**Wiring heat map**

Bar = 20 microns. 20 x 14 tiles, from dark blue (low) to red (high), scaled to the fullest tile. Values are wire area over tile area, all layers added.
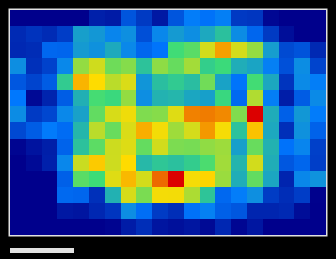
**Clock wiring as the flow saved it**

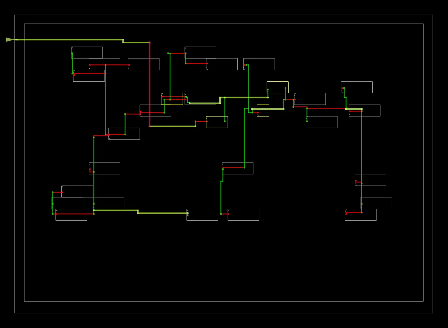
**I/O pins on the die edge**

Bar = 20 microns. Pins as bars across the die edge, other pins in grey.
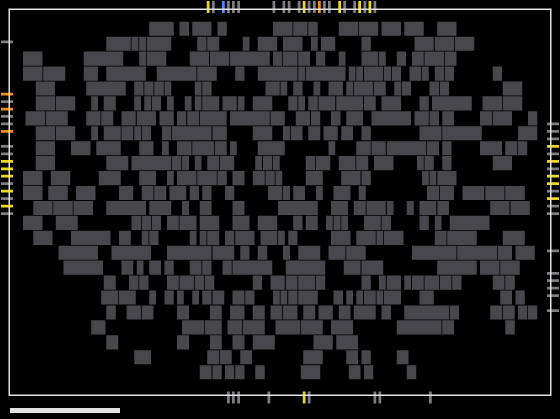
<file path="config.mk">
export PLATFORM = sky130hd
export DESIGN_NAME = bsr_shift_sched
export DESIGN_NICKNAME = d
export VERILOG_FILES = /design/src/rtl/bsr_pkg.sv /design/src/rtl/bsr.sv /design/src/rtl/bsr_shift_sched.sv
export SDC_FILE = /design/constraint.sdc
export NUM_CORES = 1
export LEC_CHECK = 0
export CORE_ASPECT_RATIO = 0.7
export CORE_MARGIN = 2
export CORE_UTILIZATION = 45
export DETAILED_ROUTE_END_ITERATION = 10
export PLACE_DENSITY = 0.74
export SLEW_MARGIN = 40
export SYNTH_ARGS = -nofsm -noshare
export SYNTH_HDL_FRONTEND = slang
export SYNTH_SLANG_ARGS = --single-unit
</file>
<file path="constraint.sdc">
create_clock -name clk -period 5 [get_ports clk]
set_clock_uncertainty 0.2 [all_clocks]
set_input_delay 1 -clock clk [delete_from_list [all_inputs] [get_ports clk]]
set_output_delay 1 -clock clk [all_outputs]
set_load 0.1 [all_outputs]
</file>
<file path="src/rtl/bsr_pkg.sv">
// Shared types and constants for the bsr barrel shifter and its pass scheduler.
package bsr_pkg;

    localparam int   DW        = 16;
    localparam int   AMT_W     = 4;
    localparam int   MAX_STEP  = 7;
    localparam logic DIR_LEFT  = 1'b0;
    localparam logic DIR_RIGHT = 1'b1;

    typedef enum logic [1:0] {
        IDLE  = 2'd0,
        SHIFT = 2'd1,
        DONE  = 2'd2
    } state_e;

endpackage

</file>
<file path="src/rtl/bsr.sv">
// Combinational 16-bit logical barrel shifter: 0-7 positions per pass, zero-fill.
module bsr
    import bsr_pkg::*;
(
    input  logic [DW-1:0] din,
    input  logic [2:0]    shiftcnt,
    input  logic          shiftdr,
    output logic [DW-1:0] dout
);

    always_comb begin
        if (shiftdr == DIR_RIGHT) dout = din >> shiftcnt;
        else                      dout = din << shiftcnt;
    end

endmodule

</file>
<file path="src/rtl/bsr_shift_sched.sv">
// Round-robin front end for bsr: splits 0-15 position shifts into passes of at most
// MAX_STEP through an accumulator and returns the tagged result over valid/ready.
module bsr_shift_sched
    import bsr_pkg::*;
(
    input  logic             clk,
    input  logic             rst_n,
    input  logic             r0_valid,
    output logic             r0_ready,
    input  logic [DW-1:0]    r0_data,
    input  logic [AMT_W-1:0] r0_amt,
    input  logic             r0_dir,
    input  logic             r1_valid,
    output logic             r1_ready,
    input  logic [DW-1:0]    r1_data,
    input  logic [AMT_W-1:0] r1_amt,
    input  logic             r1_dir,
    output logic             out_valid,
    input  logic             out_ready,
    output logic [DW-1:0]    out_data,
    output logic             out_id,
    output logic             busy
);

    localparam logic [AMT_W-1:0] MAX_STEP_W = AMT_W'(MAX_STEP);

    state_e           state_q, state_d;
    logic [DW-1:0]    acc_q, acc_d;
    logic [AMT_W-1:0] rem_q, rem_d;
    logic             dir_q, dir_d;
    logic             id_q, id_d;
    logic             rr_ptr_q, rr_ptr_d;

    logic [AMT_W-1:0] step;
    logic [AMT_W-1:0] rem_left;
    logic [DW-1:0]    shifted;
    logic             grant_any;
    logic             grant_id;
    logic             in_idle;

    assign step     = (rem_q > MAX_STEP_W) ? MAX_STEP_W : rem_q;
    assign rem_left = rem_q - step;

    bsr u_bsr (
        .din      (acc_q),
        .shiftcnt (step[2:0]),
        .shiftdr  (dir_q),
        .dout     (shifted)
    );

    // Contention goes to rr_ptr; a lone requester wins regardless of the pointer.
    assign grant_any = r0_valid | r1_valid;
    assign grant_id  = (r0_valid & r1_valid) ? rr_ptr_q : r1_valid;
    assign in_idle   = rst_n && (state_q == IDLE);
    assign r0_ready  = in_idle && grant_any && !grant_id;
    assign r1_ready  = in_idle && grant_any && grant_id;

    assign out_valid = (state_q == DONE);
    assign out_data  = out_valid ? acc_q : '0;
    assign out_id    = out_valid & id_q;
    assign busy      = (state_q == SHIFT) || (state_q == DONE);

    always_comb begin
        // NOTE: every signal gets a default before the case so no path leaves one unassigned (no latches).
        state_d  = state_q;
        acc_d    = acc_q;
        rem_d    = rem_q;
        dir_d    = dir_q;
        id_d     = id_q;
        rr_ptr_d = rr_ptr_q;
        case (state_q)
            IDLE: begin
                if (grant_any) begin
                    acc_d    = grant_id ? r1_data : r0_data;
                    rem_d    = grant_id ? r1_amt  : r0_amt;
                    dir_d    = grant_id ? r1_dir  : r0_dir;
                    id_d     = grant_id;
                    rr_ptr_d = ~grant_id;
                    state_d  = SHIFT;
                end
            end
            SHIFT: begin
                acc_d = shifted;
                rem_d = rem_left;
                if (rem_left == '0) state_d = DONE;
            end
            DONE: begin
                if (out_ready) state_d = IDLE;
            end
            default: state_d = IDLE;
        endcase
    end

    // NOTE: non-blocking assignments so every flop samples the pre-edge values of the others.
    always_ff @(posedge clk) begin
        if (!rst_n) begin
            state_q  <= IDLE;
            acc_q    <= '0;
            rem_q    <= '0;
            dir_q    <= DIR_LEFT;
            id_q     <= 1'b0;
            rr_ptr_q <= 1'b0;
        end else begin
            state_q  <= state_d;
            acc_q    <= acc_d;
            rem_q    <= rem_d;
            dir_q    <= dir_d;
            id_q     <= id_d;
            rr_ptr_q <= rr_ptr_d;
        end
    end

endmodule
</file>
==> results.toml <==
# implementation run metrics
[outcome]
status = "finished, final reports clean"

[logic_synthesis]
common_cells = "42 x nand2_1, 25 x dfxtp_1, 25 x o21ai_0"
ys_sh_xor = 0.00312
synthArstFlopShare = 0
top_logic_kind = "AND-OR/OR-AND gates"
postSynthAreaPerCell_sq_um = 7.42
top_area_cell = "dfxtp_1"

[clock_tree]
clockBufferDepth = 2
post-cts-setup-buffers = 0
clockRootBuffer = "clkbuf_8"

[place]
gp_congestion = 0.934

[grt]
grt_busiest_layer = "met1"
grt_pass1_vias = 2934
grt_overflow_total = 0

[final_layout]
layout.non_clock_inverters = 9
fin_nets = 471
antenna_cells = 0
combGateArea_sq_um = 2090
largest_reg_flops = 16
fillCellCount = 613

[final_timing]
setup_viol = 0

[worst_setup_path]
cpPeakStageDelay_ps = 460
worstPathMaxFanout = 18

[power]
power.internal_uw = 947

[die]
die.size.y_microns = 70.1
chipArea_sq_um = 6890
die_x_microns = 98.4

[route]
wl_met2_microns = 4180
-- 'wiring heat map' (at the start) --
nearly empty tiles	13%
mean over tiles	0.24
fullest tile	0.73
densest ninth of the die	centre
tiles over half the peak	27%
emptiest ninth of the die	lower left

-- 'clock wiring as the flow saved it' (at the start) --
CTS Buf Count: 3
Clock group: 132 uW
FFs & Latches: 25
CLK BUF: 3
clk sinks: 25

-- 'I/O pins on the die edge' (at the start) --
colour	port	pins	direction	edge
yellow	r1_data	16	input	5 right, 5 left, 5 top, 1 bottom
blue	busy	1	output	top
orange	r0_amt	4	input	3 left, 1 top
all pins by edge	23 top, 19 right, 17 left, 9 bottom

Power is estimated from default activity; no workload was simulated.
